Fig. 1: run 1, gate-type map
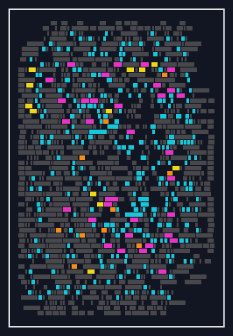
Fig. 2: run 1, clock wiring as the flow saved it
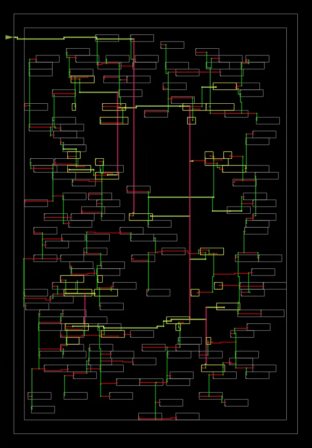
Fig. 3: run 1, placed cells, one colour a class
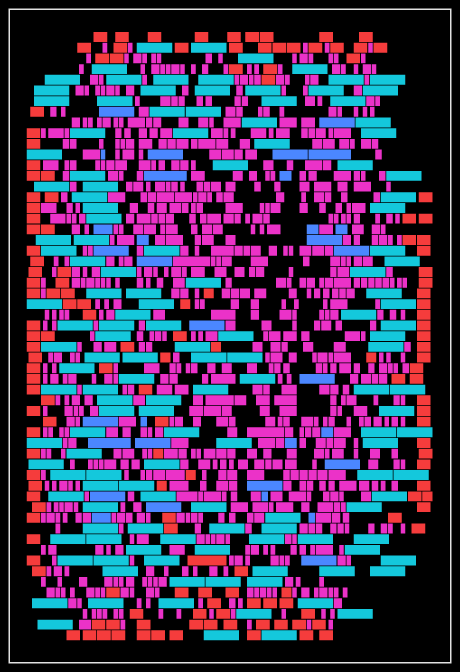
<file path="src/rtl/exe_mul_sequencer_if.sv">
// +--------------------------------------------------------------------------+
// | exe_mul_sequencer_if : EXE-stage <-> multiply sequencer handshake bundle  |
// | Rev 1.0                                                                  |
// +--------------------------------------------------------------------------+
`timescale 1ns/1ps
`default_nettype none

interface exe_mul_sequencer_if #(
  parameter int WIDTH = 32
);
  logic             start;
  logic             accumulate;
  logic [WIDTH-1:0] val_rm;
  logic [WIDTH-1:0] val_rs;
  logic [WIDTH-1:0] val_rn;
  logic [3:0]       status_in;
  logic             flush;
  logic             stall;
  logic             done;
  logic [WIDTH-1:0] result;
  logic [3:0]       status_out;

  modport master (
    output start, accumulate, val_rm, val_rs, val_rn, status_in, flush,
    input  stall, done, result, status_out
  );

  modport slave (
    input  start, accumulate, val_rm, val_rs, val_rn, status_in, flush,
    output stall, done, result, status_out
  );
endinterface

`default_nettype wire

</file>
<file path="src/rtl/exe_mul_sequencer.sv">
// +--------------------------------------------------------------------------+
// | exe_mul_sequencer : radix-2 shift-add MUL/MLA sequencer with N/Z flags   |
// | Rev 1.0                                                                  |
// +--------------------------------------------------------------------------+
`timescale 1ns/1ps
`default_nettype none

module exe_mul_sequencer #(
  parameter int WIDTH      = 32,
  parameter bit EARLY_EXIT = 1'b1
) (
  input  logic                clk,
  input  logic                rst,
  exe_mul_sequencer_if.slave  bus
);

  localparam int CNT_W = $clog2(WIDTH + 1);

  typedef enum logic [1:0] {
    ST_IDLE = 2'd0,
    ST_BUSY = 2'd1,
    ST_DONE = 2'd2
  } state_t;

  state_t           state_q,  state_d;
  logic [WIDTH-1:0] mcand_q,  mcand_d;
  logic [WIDTH-1:0] mplier_q, mplier_d;
  logic [WIDTH-1:0] acc_q,    acc_d;
  logic [1:0]       cv_q,     cv_d;
  logic [CNT_W-1:0] cnt_q,    cnt_d;
  logic             done_q,   done_d;
  logic [WIDTH-1:0] result_q, result_d;
  logic [3:0]       status_q, status_d;

  logic             w_accept;
  logic [WIDTH-1:0] w_acc_step;
  logic [WIDTH-1:0] w_mplier_shift;
  logic             w_early;
  logic             w_last;

  assign w_accept       = (state_q == ST_IDLE) && bus.start && !bus.flush;
  assign w_acc_step     = mplier_q[0] ? (acc_q + mcand_q) : acc_q;
  assign w_mplier_shift = mplier_q >> 1;

  // Early exit only needs the multiplier bits still to be consumed.
  generate
    if (EARLY_EXIT) begin : g_early_exit
      assign w_early = (w_mplier_shift == '0);
    end else begin : g_full_run
      assign w_early = 1'b0;
    end
  endgenerate

  assign w_last = (cnt_q == CNT_W'(WIDTH - 1)) || w_early;

  always_comb begin
    state_d  = state_q;
    mcand_d  = mcand_q;
    mplier_d = mplier_q;
    acc_d    = acc_q;
    cv_d     = cv_q;
    cnt_d    = cnt_q;
    done_d   = 1'b0;
    result_d = result_q;
    status_d = status_q;
    case (state_q)
      ST_IDLE: begin
        if (w_accept) begin
          mcand_d  = bus.val_rm;
          mplier_d = bus.val_rs;
          acc_d    = bus.accumulate ? bus.val_rn : '0;
          cv_d     = bus.status_in[1:0];
          cnt_d    = '0;
          state_d  = ST_BUSY;
        end
      end
      ST_BUSY: begin
        // A flush on the final step still wins: no result is published.
        if (bus.flush) begin
          state_d = ST_IDLE;
        end else begin
          acc_d    = w_acc_step;
          mcand_d  = mcand_q << 1;
          mplier_d = w_mplier_shift;
          cnt_d    = cnt_q + CNT_W'(1);
          if (w_last) begin
            state_d  = ST_DONE;
            done_d   = 1'b1;
            result_d = w_acc_step;
            status_d = {w_acc_step[WIDTH-1], (w_acc_step == '0), cv_q};
          end
        end
      end
      ST_DONE: state_d = ST_IDLE;
      default: state_d = ST_IDLE;
    endcase
  end

  always_ff @(posedge clk or posedge rst) begin
    if (rst) begin
      state_q  <= ST_IDLE;
      mcand_q  <= '0;
      mplier_q <= '0;
      acc_q    <= '0;
      cv_q     <= '0;
      cnt_q    <= '0;
      done_q   <= 1'b0;
      result_q <= '0;
      status_q <= '0;
    end else begin
      state_q  <= state_d;
      mcand_q  <= mcand_d;
      mplier_q <= mplier_d;
      acc_q    <= acc_d;
      cv_q     <= cv_d;
      cnt_q    <= cnt_d;
      done_q   <= done_d;
      result_q <= result_d;
      status_q <= status_d;
    end
  end

  // Combinational so the issuing cycle already freezes the pipeline.
  assign bus.stall      = w_accept || (state_q == ST_BUSY);
  assign bus.done       = done_q;
  assign bus.result     = result_q;
  assign bus.status_out = status_q;

endmodule

`default_nettype wire
</file>
<file path="src/flat_wrapper.sv">
// flat-port wrapper written by rule: the top's interface ports become plain ports
module exe_mul_sequencer_flat 
#(
  parameter int WIDTH      = 32,
  parameter bit EARLY_EXIT = 1'b1
)
  (clk, rst, bus_start, bus_accumulate, bus_val_rm, bus_val_rs, bus_val_rn, bus_status_in, bus_flush, bus_stall, bus_done, bus_result, bus_status_out);
  exe_mul_sequencer_if #(.WIDTH(WIDTH)) bus_i ();
  input  logic clk;
  input  logic rst;
  input wire logic [$bits(bus_i.start)-1:0] bus_start;
  input wire logic [$bits(bus_i.accumulate)-1:0] bus_accumulate;
  input wire logic [$bits(bus_i.val_rm)-1:0] bus_val_rm;
  input wire logic [$bits(bus_i.val_rs)-1:0] bus_val_rs;
  input wire logic [$bits(bus_i.val_rn)-1:0] bus_val_rn;
  input wire logic [$bits(bus_i.status_in)-1:0] bus_status_in;
  input wire logic [$bits(bus_i.flush)-1:0] bus_flush;
  output wire logic [$bits(bus_i.stall)-1:0] bus_stall;
  output wire logic [$bits(bus_i.done)-1:0] bus_done;
  output wire logic [$bits(bus_i.result)-1:0] bus_result;
  output wire logic [$bits(bus_i.status_out)-1:0] bus_status_out;
  assign bus_i.start = bus_start;
  assign bus_i.accumulate = bus_accumulate;
  assign bus_i.val_rm = bus_val_rm;
  assign bus_i.val_rs = bus_val_rs;
  assign bus_i.val_rn = bus_val_rn;
  assign bus_i.status_in = bus_status_in;
  assign bus_i.flush = bus_flush;
  assign bus_stall = bus_i.stall;
  assign bus_done = bus_i.done;
  assign bus_result = bus_i.result;
  assign bus_status_out = bus_i.status_out;
  exe_mul_sequencer #(.WIDTH(WIDTH), .EARLY_EXIT(EARLY_EXIT)) u_core (.clk(clk), .rst(rst), .bus(bus_i));
endmodule
</file>
<file path="config.mk">
export PLATFORM = sky130hd
export DESIGN_NAME = exe_mul_sequencer_flat
export DESIGN_NICKNAME = d
export VERILOG_FILES = /design/src/rtl/exe_mul_sequencer_if.sv /design/src/rtl/exe_mul_sequencer.sv /design/src/flat_wrapper.sv
export SDC_FILE = /design/constraint.sdc
export NUM_CORES = 1
export LEC_CHECK = 0
export CORE_AREA = 4 4 108 162
export DETAILED_ROUTE_END_ITERATION = 6
export DIE_AREA = 0 0 112 166
export MAX_ROUTING_LAYER = met4
export PLACE_DENSITY = 0.81
export SLEW_MARGIN = 25
export SYNTH_ARGS = -nofsm -noshare
export SYNTH_HDL_FRONTEND = slang
export SYNTH_SLANG_ARGS = --single-unit
export TNS_END_PERCENT = 100
</file>
<file path="constraint.sdc">
create_clock -name clk -period 5.9 [get_ports clk]
set_input_delay 1.18 -clock clk [delete_from_list [all_inputs] [get_ports clk]]
set_output_delay 1.18 -clock clk [all_outputs]
set_load 0.03 [all_outputs]
</file>
==> results.txt, run 1 <==
Notes on the physical design

After synthesis the cells add up to 8750 um^2. The highest achievable clock rate is 227 MHz. The highest net fanout along the worst path is 5. The power report lists cell-internal power as 0.00277 W. For this run, global-route usage on met2 was measured as 47.6%. The routed design shows a via density per instance of 6.12. The flow ran to the end, and the final reports show no timing, DRC or antenna violations.

The setup TNS is 0 ns. The number of iterations in the first detailed-routing pass is 6. The kind of start point of the critical path is an input pin.

Global route summary, busiest routing layer listed as met2. The worst min-delay path endpoint is u_core.bus.status_out[0]. TritonCTS built the clock tree. The critical path is of the in -> out type. The number of cell instances after yosys synthesis is 1058. The vertical die dimension reported for this design is 166 um. The register cell area after layout is 3550 um^2. The maximum count of clock buffers along a single path is 2. The gate-level netlist out of Yosys references 83 unique cell types. The launching point of the worst reg2reg path is u_core.acc_q[0]. Among all flip-flop cells after synthesis, the most frequent one is sky130_fd_sc_hd__dfrtp_1. Net switching is 42.7% of the power. In the per-layer breakdown of the detailed-route log, met1 shows 10100 um. At the worst endpoint, the arrival time is 3.23 ns. Per the layout report, the design carries 1323 filler cells. The number of nets handed over by synthesis was ~1200. The worst setup path endpoint is bus_stall.

The first element of the critical path is bus_flush. By instance count, the cell type seen most on the critical path is sky130_fd_sc_hd__clkdlybuf4s50_1. The AND-OR/OR-AND share of the synthesized area is 24.3%. The final layout contains routed wiring with a total length of 25700 um. The number of endpoints failing setup at the final stage is 0. The gate count after technology mapping is 1058. The number of global-route vias before repair is between 8000 and 9000.

The combinational group share of total power is 48.0%. The transition time at the pin with the least slew margin is 1.04 ns. Ranked by instance count, the synthesized netlist is headed by sky130_fd_sc_hd__nand2_1, sky130_fd_sc_hd__dfrtp_1, sky130_fd_sc_hd__nor2_1, sky130_fd_sc_hd__a31oi_1, sky130_fd_sc_hd__o21ai_0. The number of warnings reported in the stage logs is 30. The source of the worst hold timing path is u_core.cv_q[0]. The detail route stage leaves a number of antenna-violating nets equal to 0. Setup repair after global routing left no endpoint under its margin. In the final report, the number of pins over their slew limit comes to 0.

The count of final hold-check violations is 0. Timing analysis after detailed placement gives a worst setup slack of 1.48 ns. The area taken by multi-input logic gates is 4840 um^2.

The post-synthesis xor/xnor area fraction is 1.00%.
About Fig. 1:
- multiplexers: yellow (cells 12)
- adder and majority cells: magenta (cells 33)
- inverting AOI/OAI gates: cyan (cells 255; where spread over the die)
- XOR/XNOR gates: orange (cells 10)
highest-count logic cell in the final layout: sky130_fd_sc_hd__nand2_1
final std cells w/o fill: 1377
share of cell area taken by multi-input logic gates: 44.7%

About Fig. 2:
Clk. pwr: 0.00113 W
clock insertion delay at the later pin of the skew report: 0.43 ns
total clock sinks: 142
Layout Skew: 0.00790 ns
clock buffers created by TritonCTS: 17

About Fig. 3:
- clock drivers and dummy loads: blue (cells 32; share of their area 5.8%)
- all other logic: magenta (cells 846; share of their area 46%)
- flops: cyan (cells 142; share of their area 34%)
- other buffers and delay cells: red (cells 151; share of their area 14%)
CORE AREA: 16000 um^2
flip-flop and latch share of the layout cell area: 32.8%
cell area after layout: 10800 um^2
final core utilization: 67.5%
number of cell rows: 57

==> run 1: critical path: cells and delay by family <==
kind	cells	cell delay, ns
simple gates	2	0.90
buf+inv	2	1.15
==> run 1: layout make-up <==
type	count	area share, %
well taps	206	2.38
inverters	14	0.532
clock buffers	20	4.22
clock inverters	12	1.46
repair buffers	151	13.9
multi-input cells	832	44.7
flip-flops and latches	142	32.8
==> run 1: power groups by stage <==
stage	logic, W	clock network, W	registers [W]
detailed placement	0.00227	0	0.00139
finish	0.00232	0.00113	0.00138
global placement	0.00223	0	0.00138
global route	0.00257	0.00119	0.00140
CTS	0.00228	0.00114	0.00138
floorplan	0.00177	0	0.00132
==> run 2, diff against run 1 <==
Clock period 5.9 ns to 4.3 ns, I/O delays scaled along.
Fig. 4: run 2, where the registers sit
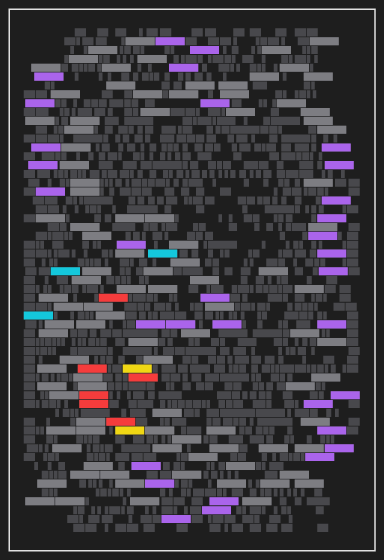
- u_core.cnt_q: red (flops 6)
- u_core.bus.status_out: cyan (flops 3)
- u_core.bus.result: purple (flops 32; where spread over the die)
- u_core.state_q: yellow (flops 2)
- not coloured: 99
flip-flop and latch share of the layout cell area: 32.8%
final core utilization: 67.6%
storage element area: 3550 um^2

==> results.txt, run 2 <==
Notes on the physical design

For the final routed database, the setup TNS stands at 0 ns. The AND-OR/OR-AND share of the synthesized area is around a quarter. The net switching share of the total power is 43.0%.

The number of clock buffers added by TritonCTS is 17. The post-route report lists met1 wire length as approximately 10000 um. The highest-power group is combinational cells. The highest net fanout along the worst path is 6. The arrival time at the worst endpoint is 4.16 ns.

Per the post-run analysis, buffers plus inverters along the critical path come to 0. The kind of start point of the critical path is a flip-flop. Clock tree synthesis found a total of 142 sinks. The gate count after technology mapping is about 1100. According to the tapcell log, the count of inserted taps is 206. The clock arrives with 0.0106 ns of skew. The most common cell after layout, fill and taps aside is sky130_fd_sc_hd__nand2_1. Per report_power, the Sequential row totals 0.00190 W. The STA report counts the stages on the worst setup path as 12. In this run the cell area of the synthesized design comes to a little under 9000 um^2. The commonest cells after synthesis are sky130_fd_sc_hd__nand2_1, sky130_fd_sc_hd__dfrtp_1, sky130_fd_sc_hd__nor2_1, sky130_fd_sc_hd__a31oi_1, sky130_fd_sc_hd__o21ai_0. The launch point of the worst min-delay path is recorded as u_core.cv_q[1]. The proportion of cell area occupied by multi-input gates is around 45%. Combinational power for this build is 0.00318 W. The first element of the critical path is u_core.acc_q[0].

The clock buffer count is 17. The core area is 16000 um^2. The gate family responsible for the most delay along the worst path is AND-OR/OR-AND gates. After floorplanning, the core was divided into about 57 placement rows. The tally of nets with antenna violations remaining after routing is 0. The final hold violation count recorded for this run is 0. 832 cells are multi-input combinational gates. Setup repair after global routing left no endpoint under its margin. Measured on the final layout, buffering overhead outside the clock network stands at 14.2%. The non-clock buffer total of the final layout is around 160.

The number of endpoints failing setup at the final stage is 0. The number of sequential cells is 142. The top cell class by occupied area is logic gates. The clock tree cell share of total cell area is under 10%. TritonCTS built the clock tree. The internal power of the cells totals 0.00378 W.

The number of cell instances after yosys synthesis is roughly 1100. The stage logs contain a warning count of 28. The post-synthesis xor/xnor area fraction is between 1 and 1.5%. The flow ran to the end, and the final reports show no timing, DRC or antenna violations.

The skew report gives the latency at the later pin of the worst-skew pair as 0.43 ns.
Fig. 5: run 2, placed cells, one colour a class
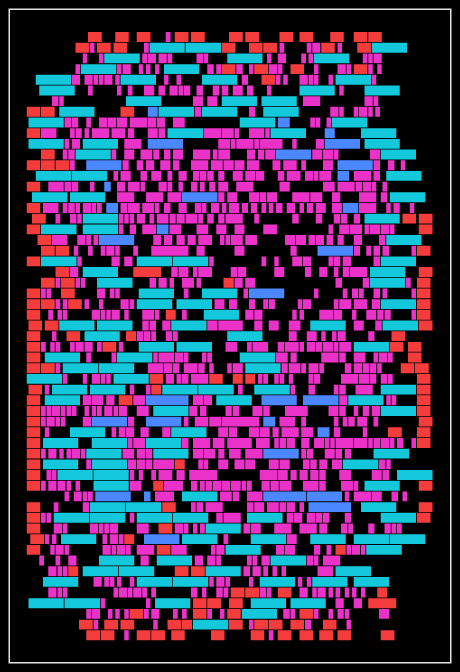
- flops: cyan (cells 142; share of their area 34%)
- all other logic: magenta (cells 846; share of their area 46%)
- other buffers and delay cells: red (cells 155; share of their area 15%)
- clock drivers and dummy loads: blue (cells 31; share of their area 5.7%)
cell area after layout: 10800 um^2

run 2: cell counts after synthesis:
No cell type changed its count.
run 2: stage by stage:
step	hold slack [ns]	worst slack, ns	utilization, %	std cells	area, um^2
global placement	0.450	0.476	63.8	1349	10200
CTS	0.479	0.488	67.6	1380	10800
finish	0.475	0.457	67.6	1380	10800
floorplan	0.439	1.23	-	1058	8750
detailed placement	0.468	0.374	63.8	1349	10200
global route	0.496	0.311	67.6	1380	10800
run 2: kinds of logic after synthesis:
kind of cell | after synthesis
AOI/OAI and AO/OA | 320
xor gates and xnor gates | 10
adders and majority gates | 33
buffers and inverters | 84
DFF | 142
muxes | 12
and+or+nand+nor | 457
==> run 3, diff against run 2 <==
Settings changed: GPL_ROUTABILITY_DRIVEN set to 0.
Fig. 6: run 3, where the registers sit
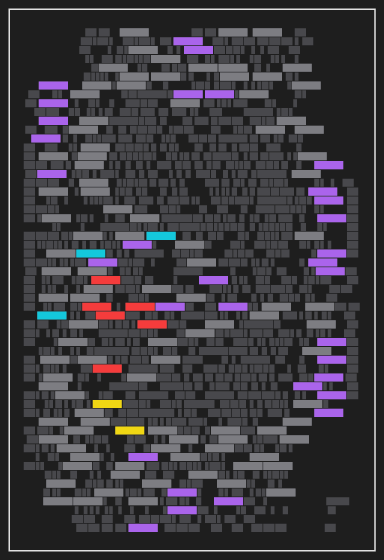
- u_core.cnt_q: red (flops 6; where middle left)
- u_core.state_q: yellow (flops 2)
- u_core.bus.status_out: cyan (flops 3)
- u_core.bus.result: purple (flops 32; where spread over the die)
final core utilization: 67.6%
flip-flop and latch share of the layout cell area: 32.8%
sequential-cell power consumption: 0.00190 W

==> results.txt, run 3 <==
Notes on the physical design

The flow ran to the end, and the final reports show no timing, DRC or antenna violations. The combinational logic power is 0.00315 W. The layout stage reports a final design area of 10800 um^2. Per the layout report, the design carries 17 clock buffers.

After Yosys synthesis, AND-OR and OR-AND compound gates account for 24.3% of the synthesized area. The ratio of routed vias to standard cells is 6.20. The CTS report gives the tree buffer count as 17.

The script extracted a net switching power of ~0.0029 W. According to the floorplan log, the row count is 57. Hold analysis lists the worst path endpoint as u_core.bus.result[16]. The clock tree from TritonCTS is built.

The routed wirelength normalized by instance count is between 15 and 20 um. The total of fill cells in the finished design is 1319. The final report lists the setup-violating endpoint count as 0.

According to the tapcell log, the count of inserted taps is 206. The kind of start point of the critical path is a flip-flop. Setup slack on the worst path after placement came out at 0.545 ns. The clock tree root buffer cell is sky130_fd_sc_hd__clkbuf_16.

Nets still carrying antenna violations after routing amount to 0. Sequential cells burn about 29% of the power. Per the detailed-route log, wirelength across all metal layers totals 24900 um. The number of synthesis warnings is 0. The number of warnings reported in the stage logs is 30. Power attributed to the clock group is 0.00155 W. The highest-power group is combinational cells. The post-synthesis cell type count is 83.

The internal power of the cells totals 0.00374 W. The transition time at the pin with the least slew margin is 0.769 ns. Clock-pin slew was measured on the worst setup and hold paths at 0.06 ns. Setup slack closes at 0.498 ns. The core area is 16000 um^2. The launching point of the worst reg2reg path is u_core.acc_q[0]. The first detailed-routing pass ran for 5 iterations. The highest achievable clock rate is approximately 260 MHz. The skew report gives the latency at the later pin of the worst-skew pair as 0.43 ns. The top cell class by occupied area is logic gates. The count of inverters other than clock inverters in the layout is 14. The area taken by multi-input logic gates is 4830 um^2.

The critical path starts at u_core.acc_q[0]. The number of global-route vias before repair is 8312. In the finished design the tool counted flip-flops and latches totalling 142. STA lists the startpoint of the worst hold path as u_core.bus.result[16]. The maximum count of clock buffers along a single path is 2.

The share of total power dissipated in combinational logic is between 40% and 50%. Max-slew check failures listed in the final report amount to 0. The HPWL after detailed placement is 17700 um. STA lists the maximum fanout along the critical path as 6.

The arrival time at the worst endpoint is 4.12 ns. The number of cell instances after yosys synthesis is between 1000 and 1500. The register cell area after layout is 3550 um^2. The reported leakage power is approximately 4.7 nW.

According to the cell report, the number of logic gates is 832. STA lists the endpoint of the worst register-to-register path as u_core.bus.status_out[2]. The vertical die dimension reported for this design is 166 um.

In the final layout, clock buffers and inverters account for 5.68% of the cell area. The gate count after technology mapping is 1058. For reference, XOR and XNOR gates occupy 1.00% of the area reported after synthesis. The worst setup skew after layout is 0.0107 ns.

Leaving out fill and tap cells, the most frequent cell in the layout is sky130_fd_sc_hd__nand2_1. Measured on the final layout, buffering overhead outside the clock network stands at 14.1%. According to the timing report, the critical path is captured at u_core.bus.status_out[2]. The synthesized netlist occupies a cell area of between 8000 and 9000 um^2. Ranking logic cells in the layout by count gives the top entries sky130_fd_sc_hd__nand2_1, sky130_fd_sc_hd__dfrtp_1, sky130_fd_sc_hd__clkdlybuf4s50_1. Counting instances in the post-synthesis netlist gives the leading cell types as sky130_fd_sc_hd__nand2_1, sky130_fd_sc_hd__dfrtp_1, sky130_fd_sc_hd__nor2_1, sky130_fd_sc_hd__a31oi_1, sky130_fd_sc_hd__o21ai_0. Per the placement report, the placed cell count is 1348.

Once placement finished, the instance area stood at between 10000 and 15000 um^2. The final layout reports a setup TNS of 0 ns. Looking at the cell usage after synthesis, the top flip-flop cell is sky130_fd_sc_hd__dfrtp_1.

The layout has approximately 150 buffers outside the clock class. In this run the horizontal extent of the chip is 112 um. Setup repair after global routing left no endpoint under its margin.

Hold is met by 0.477 ns. The number of nets produced by synthesis is 1196. In this run switching power makes up 43.4% of total power.

The critical path in this run is classified as reg -> reg. The number of clock sinks came to 142. Per the final timing report, the hold violations number 0.
Fig. 7: run 3, gate-type map
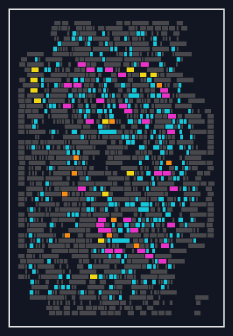
- multiplexers: yellow (cells 12)
- inverting AOI/OAI gates: cyan (cells 255; where spread over the die)
- XOR/XNOR gates: orange (cells 10)
- adder and majority cells: magenta (cells 33)
final std cells w/o fill: 1380
share of cell area taken by multi-input logic gates: 44.5%

run 3: cell count changes in the layout (fill, tap and decap cells not counted), sizes merged:
| cell | previous run | this run |
|---|---|---|
| buf | 15 | 14 |
| clkinvlp | 3 | 1 |
| bufinv | 3 | 2 |
| inv | 19 | 23 |
run 3: cell families after synthesis:
group / Yosys count
muxes: 12
and+or+nand+nor: 457
xor gates and xnor gates: 10
DFF: 142
adders and majority gates: 33
buffers and inverters: 84
AOI/OAI and AO/OA: 320
run 3: critical path: cells and delay by family (launching register included):
kind            cells  cell delay (ns)
fa+ha+maj           2             0.66
simple gates        3             0.45
flops               1             0.42
compound gates      7             2.17
run 3: layer usage:
layer	global-route usage, %	up-vias	share of wire [%]
met5	-	-	0
met2	45.9	377	51
met3	5.21	83	7.0
met1	33.3	4067	38
li1	-	4028	-
met4	12.7	0	4.0
Power is estimated from default activity; no workload was simulated.
